File: src/rtl/cim_pkg.sv
// Shared definitions for the compute-in-memory row array: command opcodes,
// control FSM state encoding and the full-adder bit functions used by the
// shared bit-serial adder.
package cim_pkg;

    localparam logic [2:0] OP_NOP   = 3'd0;
    localparam logic [2:0] OP_WRITE = 3'd1;
    localparam logic [2:0] OP_READ  = 3'd2;
    localparam logic [2:0] OP_CLEAR = 3'd3;
    localparam logic [2:0] OP_ADD   = 3'd4;

    typedef enum logic [1:0] {
        ST_IDLE     = 2'd0,
        ST_ADD_RUN  = 2'd1,
        ST_ADD_DONE = 2'd2
    } state_t;

    // Sum output of a 1-bit full adder.
    function automatic logic fa_sum(input logic a, input logic b, input logic c);
        return a ^ b ^ c;
    endfunction

    // Carry output of a 1-bit full adder (majority of the three inputs).
    function automatic logic fa_carry(input logic a, input logic b, input logic c);
        return (a & b) | (a & c) | (b & c);
    endfunction

endpackage

File: src/rtl/cim_row_array_if.sv
// Command/response bundle between the convolution controller (master) and
// the row array (slave).
interface cim_row_array_if #(
    parameter int WIDTH = 8,
    parameter int ROWS  = 16
) ();
    localparam int ADDR_W = $clog2(ROWS);

    logic              cmd_valid;
    logic              cmd_ready;
    logic [2:0]        cmd_op;
    logic [ADDR_W-1:0] addr_a;
    logic [ADDR_W-1:0] addr_b;
    logic [ADDR_W-1:0] addr_d;
    logic [WIDTH-1:0]  wdata;
    logic [WIDTH-1:0]  rdata;
    logic              rdata_valid;
    logic              done;
    logic              carry_out;
    logic              err;

    modport master (
        output cmd_valid, cmd_op, addr_a, addr_b, addr_d, wdata,
        input  cmd_ready, rdata, rdata_valid, done, carry_out, err
    );

    modport slave (
        input  cmd_valid, cmd_op, addr_a, addr_b, addr_d, wdata,
        output cmd_ready, rdata, rdata_valid, done, carry_out, err
    );
endinterface

File: src/rtl/cim_serial_adder.sv
// Shared 1-bit full adder with its carry flop. The carry is cleared
// synchronously when an ADD starts and advances once per enabled bit cycle.
module cim_serial_adder
    import cim_pkg::*;
(
    input  logic clk,
    input  logic rst_n,
    input  logic start,
    input  logic en,
    input  logic a_bit,
    input  logic b_bit,
    output logic sum_bit,
    output logic carry_next
);
    logic carry_r;

    assign sum_bit    = fa_sum(a_bit, b_bit, carry_r);
    assign carry_next = fa_carry(a_bit, b_bit, carry_r);

    // Carry state: cleared on start, advanced on each bit step.
    always_ff @(posedge clk or negedge rst_n) begin
        if (!rst_n) begin
            carry_r <= 1'b0;
        end else if (start) begin
            carry_r <= 1'b0;
        end else if (en) begin
            carry_r <= carry_next;
        end else begin
            carry_r <= carry_r;
        end
    end
endmodule

File: src/rtl/cim_row_array.sv
// Compute-in-memory row array: ROWS x WIDTH storage with single-cycle
// write/read/clear and an in-array bit-serial ADD (D = A + B, LSB first)
// that streams one bit per cycle through a single shared full adder.
module cim_row_array
    import cim_pkg::*;
#(
    parameter int WIDTH = 8,
    parameter int ROWS  = 16
) (
    input  logic            clk,
    input  logic            rst_n,
    cim_row_array_if.slave  bus
);
    localparam int ADDR_W = $clog2(ROWS);
    localparam int K_W    = $clog2(WIDTH);
    localparam logic [K_W-1:0]  K_LAST = K_W'(WIDTH - 1);
    localparam logic [ADDR_W:0] ROWS_L = (ADDR_W + 1)'(ROWS);

    logic [WIDTH-1:0]  mem_r [ROWS];
    state_t            state_r;
    logic              ready_r;
    logic [WIDTH-1:0]  rdata_r;
    logic              rdata_valid_r;
    logic              done_r;
    logic              carry_out_r;
    logic              err_r;
    logic [ADDR_W-1:0] add_a_r;
    logic [ADDR_W-1:0] add_b_r;
    logic [ADDR_W-1:0] add_d_r;
    logic [K_W-1:0]    k_r;

    logic accept_s;
    logic a_ok_s;
    logic b_ok_s;
    logic d_ok_s;
    logic op_bad_s;
    logic cmd_err_s;
    logic wr_s;
    logic rd_s;
    logic clr_s;
    logic add_start_s;
    logic add_step_s;
    logic a_bit_s;
    logic b_bit_s;
    logic sum_bit_s;
    logic carry_next_s;

    // Command decode: acceptance, address range checks and per-op strobes.
    always_comb begin
        accept_s    = 1'b0;
        a_ok_s      = 1'b0;
        b_ok_s      = 1'b0;
        d_ok_s      = 1'b0;
        op_bad_s    = 1'b1;
        cmd_err_s   = 1'b0;
        wr_s        = 1'b0;
        rd_s        = 1'b0;
        clr_s       = 1'b0;
        add_start_s = 1'b0;
        add_step_s  = 1'b0;
        a_bit_s     = 1'b0;
        b_bit_s     = 1'b0;

        accept_s = bus.cmd_valid & ready_r;
        a_ok_s   = ({1'b0, bus.addr_a} < ROWS_L);
        b_ok_s   = ({1'b0, bus.addr_b} < ROWS_L);
        d_ok_s   = ({1'b0, bus.addr_d} < ROWS_L);

        case (bus.cmd_op)
            OP_NOP:                       op_bad_s = 1'b0;
            OP_WRITE, OP_READ, OP_CLEAR:  op_bad_s = ~a_ok_s;
            OP_ADD:                       op_bad_s = ~(a_ok_s & b_ok_s & d_ok_s);
            default:                      op_bad_s = 1'b1;
        endcase

        cmd_err_s   = accept_s & op_bad_s;
        wr_s        = accept_s & ~op_bad_s & (bus.cmd_op == OP_WRITE);
        rd_s        = accept_s & ~op_bad_s & (bus.cmd_op == OP_READ);
        clr_s       = accept_s & ~op_bad_s & (bus.cmd_op == OP_CLEAR);
        add_start_s = accept_s & ~op_bad_s & (bus.cmd_op == OP_ADD);

        // Latched ADD operands are always in range, so these reads are safe.
        add_step_s = (state_r == ST_ADD_RUN);
        a_bit_s    = mem_r[add_a_r][k_r];
        b_bit_s    = mem_r[add_b_r][k_r];
    end

    cim_serial_adder u_adder (
        .clk        (clk),
        .rst_n      (rst_n),
        .start      (add_start_s),
        .en         (add_step_s),
        .a_bit      (a_bit_s),
        .b_bit      (b_bit_s),
        .sum_bit    (sum_bit_s),
        .carry_next (carry_next_s)
    );

    // Row storage: whole-row write/clear from commands, single-bit ADD updates.
    always_ff @(posedge clk or negedge rst_n) begin
        if (!rst_n) begin
            for (int i = 0; i < ROWS; i++) begin
                mem_r[i] <= '0;
            end
        end else if (wr_s) begin
            mem_r[bus.addr_a] <= bus.wdata;
        end else if (clr_s) begin
            mem_r[bus.addr_a] <= '0;
        end else if (add_step_s) begin
            mem_r[add_d_r][k_r] <= sum_bit_s;
        end else begin
            mem_r <= mem_r;
        end
    end

    // Control FSM with registered handshake, read data and status pulses.
    always_ff @(posedge clk or negedge rst_n) begin
        if (!rst_n) begin
            state_r       <= ST_IDLE;
            ready_r       <= 1'b1;
            rdata_r       <= '0;
            rdata_valid_r <= 1'b0;
            done_r        <= 1'b0;
            carry_out_r   <= 1'b0;
            err_r         <= 1'b0;
            add_a_r       <= '0;
            add_b_r       <= '0;
            add_d_r       <= '0;
            k_r           <= '0;
        end else begin
            rdata_valid_r <= rd_s;
            err_r         <= cmd_err_s;
            done_r        <= 1'b0;
            if (rd_s) begin
                rdata_r <= mem_r[bus.addr_a];
            end else begin
                rdata_r <= rdata_r;
            end
            case (state_r)
                ST_IDLE: begin
                    if (add_start_s) begin
                        state_r <= ST_ADD_RUN;
                        ready_r <= 1'b0;
                        add_a_r <= bus.addr_a;
                        add_b_r <= bus.addr_b;
                        add_d_r <= bus.addr_d;
                        k_r     <= '0;
                    end else begin
                        state_r <= ST_IDLE;
                        ready_r <= 1'b1;
                    end
                end
                ST_ADD_RUN: begin
                    if (k_r == K_LAST) begin
                        state_r     <= ST_ADD_DONE;
                        carry_out_r <= carry_next_s;
                        done_r      <= 1'b1;
                    end else begin
                        k_r <= k_r + K_W'(1);
                    end
                end
                ST_ADD_DONE: begin
                    state_r <= ST_IDLE;
                    ready_r <= 1'b1;
                end
                default: begin
                    state_r <= ST_IDLE;
                    ready_r <= 1'b1;
                end
            endcase
        end
    end

    assign bus.cmd_ready   = ready_r;
    assign bus.rdata       = rdata_r;
    assign bus.rdata_valid = rdata_valid_r;
    assign bus.done        = done_r;
    assign bus.carry_out   = carry_out_r;
    assign bus.err         = err_r;
endmodule
File: src/flat_wrapper.sv
// flat-port wrapper written by rule: the top's interface ports become plain ports
module cim_row_array_flat import cim_pkg::*;
#(
    parameter int WIDTH = 8,
    parameter int ROWS  = 16
)
  (clk, rst_n, bus_cmd_valid, bus_cmd_op, bus_addr_a, bus_addr_b, bus_addr_d, bus_wdata, bus_cmd_ready, bus_rdata, bus_rdata_valid, bus_done, bus_carry_out, bus_err);
  cim_row_array_if #(.WIDTH(WIDTH), .ROWS(ROWS)) bus_i ();
  input  logic clk;
  input  logic rst_n;
  input wire logic [$bits(bus_i.cmd_valid)-1:0] bus_cmd_valid;
  input wire logic [$bits(bus_i.cmd_op)-1:0] bus_cmd_op;
  input wire logic [$bits(bus_i.addr_a)-1:0] bus_addr_a;
  input wire logic [$bits(bus_i.addr_b)-1:0] bus_addr_b;
  input wire logic [$bits(bus_i.addr_d)-1:0] bus_addr_d;
  input wire logic [$bits(bus_i.wdata)-1:0] bus_wdata;
  output wire logic [$bits(bus_i.cmd_ready)-1:0] bus_cmd_ready;
  output wire logic [$bits(bus_i.rdata)-1:0] bus_rdata;
  output wire logic [$bits(bus_i.rdata_valid)-1:0] bus_rdata_valid;
  output wire logic [$bits(bus_i.done)-1:0] bus_done;
  output wire logic [$bits(bus_i.carry_out)-1:0] bus_carry_out;
  output wire logic [$bits(bus_i.err)-1:0] bus_err;
  assign bus_i.cmd_valid = bus_cmd_valid;
  assign bus_i.cmd_op = bus_cmd_op;
  assign bus_i.addr_a = bus_addr_a;
  assign bus_i.addr_b = bus_addr_b;
  assign bus_i.addr_d = bus_addr_d;
  assign bus_i.wdata = bus_wdata;
  assign bus_cmd_ready = bus_i.cmd_ready;
  assign bus_rdata = bus_i.rdata;
  assign bus_rdata_valid = bus_i.rdata_valid;
  assign bus_done = bus_i.done;
  assign bus_carry_out = bus_i.carry_out;
  assign bus_err = bus_i.err;
  cim_row_array #(.WIDTH(WIDTH), .ROWS(ROWS)) u_core (.clk(clk), .rst_n(rst_n), .bus(bus_i));
endmodule
File: config.mk
export PLATFORM = sky130hd
export DESIGN_NAME = cim_row_array_flat
export DESIGN_NICKNAME = d
export VERILOG_FILES = /design/src/rtl/cim_pkg.sv /design/src/rtl/cim_row_array_if.sv /design/src/rtl/cim_serial_adder.sv /design/src/rtl/cim_row_array.sv /design/src/flat_wrapper.sv
export SDC_FILE = /design/constraint.sdc
export NUM_CORES = 1
export LEC_CHECK = 0
export CELL_PAD_IN_SITES_DETAIL_PLACEMENT = 1
export CELL_PAD_IN_SITES_GLOBAL_PLACEMENT = 2
export CORE_ASPECT_RATIO = 1.5
export CORE_MARGIN = 2
export CORE_UTILIZATION = 40
export CTS_CLUSTER_SIZE = 16
export DETAILED_ROUTE_END_ITERATION = 12
export GPL_ROUTABILITY_DRIVEN = 0
export PLACE_DENSITY = 0.92
export SLEW_MARGIN = 10
export SYNTH_ARGS = -nofsm -noshare
export SYNTH_HDL_FRONTEND = slang
export SYNTH_SLANG_ARGS = --single-unit
File: constraint.sdc
create_clock -name clk -period 7 [get_ports clk]
set_input_delay 2.1 -clock clk [delete_from_list [all_inputs] [get_ports clk]]
set_output_delay 2.1 -clock clk [all_outputs]
set_load 0.02 [all_outputs]
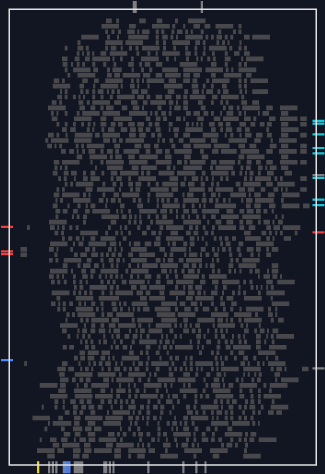
*I/O pins on the die edge, run 1*
(2 px per um) Pins as bars across the die edge, other pins in gray.
- yellow: `clk` (pins 1; direction input; edge south)
- cyan: `bus_rdata` (pins 8; direction output; edge east)
- blue: `bus_cmd_op` (pins 3; direction input; edge 2 south, 1 west)
- red: `bus_addr_a` (pins 4; direction input; edge 3 west, 1 east)
count of buffers from port buffering: 38
die boundary height: 227.1 um
Die X-Extent: 152.7 um

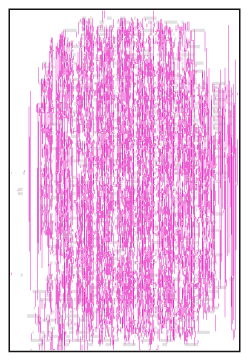
*Signal wires on met2, run 1*
(1.5 px per um)
- longest straight run: 133 um
- nets with wire on the layer: 1406
- main direction: vertical
- wire length on this layer: 30.8 mm
- share of all routed wire: 45%

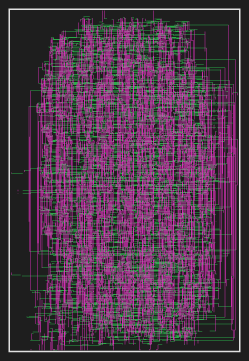
*Signal wires by layer, run 1*
(1.5 px per um) Only two layers are drawn.
- green: metal 1 (wire length 22.9 mm)
- magenta: metal 2 (wire length 30.8 mm)
final WL: 68380 um
global-route usage over all layers: 39.35%
routed length per instance: 34.85 um
total number of vias: 14810

==> impl_metrics.ini, run 1 <==
; flow metrics
[status]
outcome = finished, final reports clean

[setup_path]
timing_worst_setup_path_type = flop to flop
slowest_stage = nor3_1
critical_path.cell_chain = and2_1, a22oi_1, nand3_1, and4_1, nand4_1, a211oi_1, fa_1, buf_4, nand2b_1, nor3_1, a21oi_1, nor2_1, o21ai_0, o31ai_1
startpoint_type = flop

[logic_synthesis]
netlist_area_sq_mm = 0.01327
ys_types = 74

[power]
switching_power_mw = 4.414
power_density_mw_per_mm2 = 532.1
combinational_group_share_of_total_power_pct = 59.8

[global_route]
antenna_found_initial = 3
global_route.usage.met2_pct = 62.20
grt_overflow_total = 0

[floorplan]
num_rows = 81

[cells_and_area]
layout.cell_area.non_filler_sq_mm = 0.01455
layout_top_cell_excl_fill_tap = a21oi_1
antenna-diode-count = 2

[timing]
skew_ns = 0.01112
report.final.slew_viol_count = 0
fin_hold_ws_ns = 0.5024

[detailed_routing]
post_drt_via_cell_ratio = 7.546

[min_path]
min_delay_worst_endpoint = u_core.bus.carry_out
==> run 1: through the flow <==
| stage | setup WS, ns | cells |
|---|---|---|
| after floorplan | 3.269 | 1559 |
| after global placement | 1.669 | 1928 |
| after detailed placement | 1.581 | 1928 |
| after CTS | 1.558 | 1960 |
| after global routing | 0.9512 | 1960 |
| final | 1.099 | 1962 |
==> run 1: registers in the layout, summed over array words and instances (netlist names) <==
register                count
u_core.add_a_r              4
u_core.add_b_r              4
u_core.add_d_r              4
u_core.bus.carry_out        1
u_core.bus.cmd_ready        1
u_core.bus.done             1
u_core.bus.err              1
u_core.bus.rdata            8
u_core.bus.rdata_valid      1
u_core.k_r                  3
u_core.mem_r              128
u_core.state_r              2
u_core.u_adder.carry_r      1
### Cell outlines without signal wires, run 1

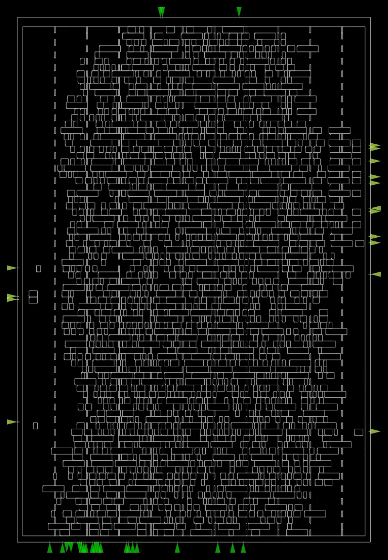

## Run 2: what changed since run 1
Settings changed: CORE_UTILIZATION 40 to 36, PLACE_DENSITY 0.92 to 0.88.
Clock period 7 ns to 5.4 ns, I/O delays scaled along.
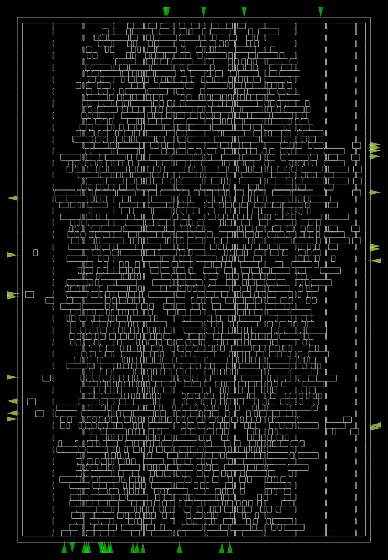
*Cell outlines without signal wires, run 2*
number of flip-flops and latches: 159
post-layout instance count excluding filler cells: 2059
share of the final layout cell area in sequential cells: 26.79%
number of well-tap cells placed: 484
Core ar.: 0.03659 sq mm

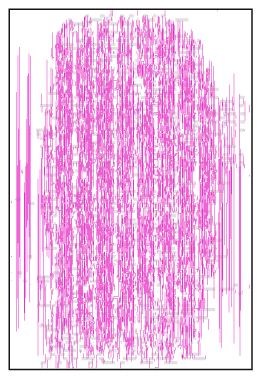
*Signal wires on met2, run 2*
(1.5 px per um)
- main direction: vertical
- longest straight run: 180 um
- nets with wire on the layer: 1434
- share of all routed wire: 47%
- wire length on this layer: 32.9 mm
fraction of met2 tracks used by global routing: 60.15%
final WL: 70070 um

==> run 2 against run 1 <==
- design area is 2.3% higher
- non-clock buffer count is 30 higher
- count of clock-buffer cells in the layout is 1 lower
- clock power is 33% higher
- clock skew is 0.0048 ns higher
- critical path type unchanged
- critical path depth stayed put
- die area is 11% higher
- maximum frequency is 17% higher
- routed wire length is 2.5% higher
==> impl_metrics.ini, run 2 <==
; flow metrics
[status]
outcome = finished, final reports clean

[timing]
skew_ns = 0.01597
fin_hold_ws_ns = 0.5085
max_freq_ghz = 0.1983
report.final.slew_viol_count = 0
totalNegativeSetupSlack_ns = 0
setup_slack_ns = 0.3564

[cells_and_area]
registers.top_by_ff_count = u_core.mem_r
antenna-diode-count = 0
nNetsFinal = 1591
layout_top_cells = 224 x a21oi_1, 156 x dfrtp_1, 152 x o21ai_0, 149 x nand2_1, 113 x nor2_1
layout.cell_area.non_filler_sq_mm = 0.01488
largest_register_ffs = 128
layout_top_cell_excl_fill_tap = a21oi_1

[logic_synthesis]
netlist_top_cells_count = 224 x a21oi_1, 158 x dfrtp_1, 152 x o21ai_0
synth_xor_xnor_area_share_pct = 0
netlist_area_sq_mm = 0.01327
primary_ff_master_synth = dfrtp_1

[detailed_routing]
route.vias.total = 14750
routed.top_layer = met4
wire_per_inst_um = 34.03
post_drt_via_cell_ratio = 7.165

[clock_network]
htree_levels = 4

[floorplan]
dieWidth_um = 160.8
num_rows = 86

[setup_path]
slowest_stage = fa_1
startpoint_type = flop
critical_path.cell_chain = mux2i_1, a211oi_1, nand3_1, and4_1, nand4_1, a211oi_1, buf_4, fa_1, nand2_1, buf_4, o21ai_1, nor2_1, o21ai_0, o21ai_0
crit_buf_inv = 2
timing_worst_setup_path_type = flop to flop

[min_path]
min_delay_worst_endpoint = u_core.bus.rdata[3]

[place]
post-dp-hpwl_um = 49410
placed_cells_incl_taps = 2027
portBuffers = 38
preCtsSetupSlack_ns = 0.5608

[global_route]
antenna_found_initial = 1
grt_usage_pct = 36.63
grt_overflow_total = 0

[power]
power_density_mw_per_mm2 = 668.0
[run 2: cell types whose count changed in the layout (fill, tap and decap cells not counted), sizes merged]
| cell | change |
|---|---|
| clkbuf | -1 |
| inv | -2 |
| buf | +30 |
| clkinvlp | +2 |
| diode | -2 |
| bufinv | +1 |
[run 2: cell families after synthesis]
kind of cell / after synthesis
compound gates: 612
simple gates: 455
mux: 178
flops: 159
buf+inv: 152
fa+ha+maj: 3
[run 2: report_power, final]
part	switching [mW]	internal [mW]
clock network	0.580	0.718
registers	1.10	1.63
logic	3.84	2.07
[run 2: layer usage]
layer  vias to the layer above  GRT usage [%]
met5                         -              0
met1                      7396          43.26
met4                         0          27.44
li1                       5949              -
met3                       345          5.784
met2                      1062          60.15
Power and IR drop assume default switching activity.
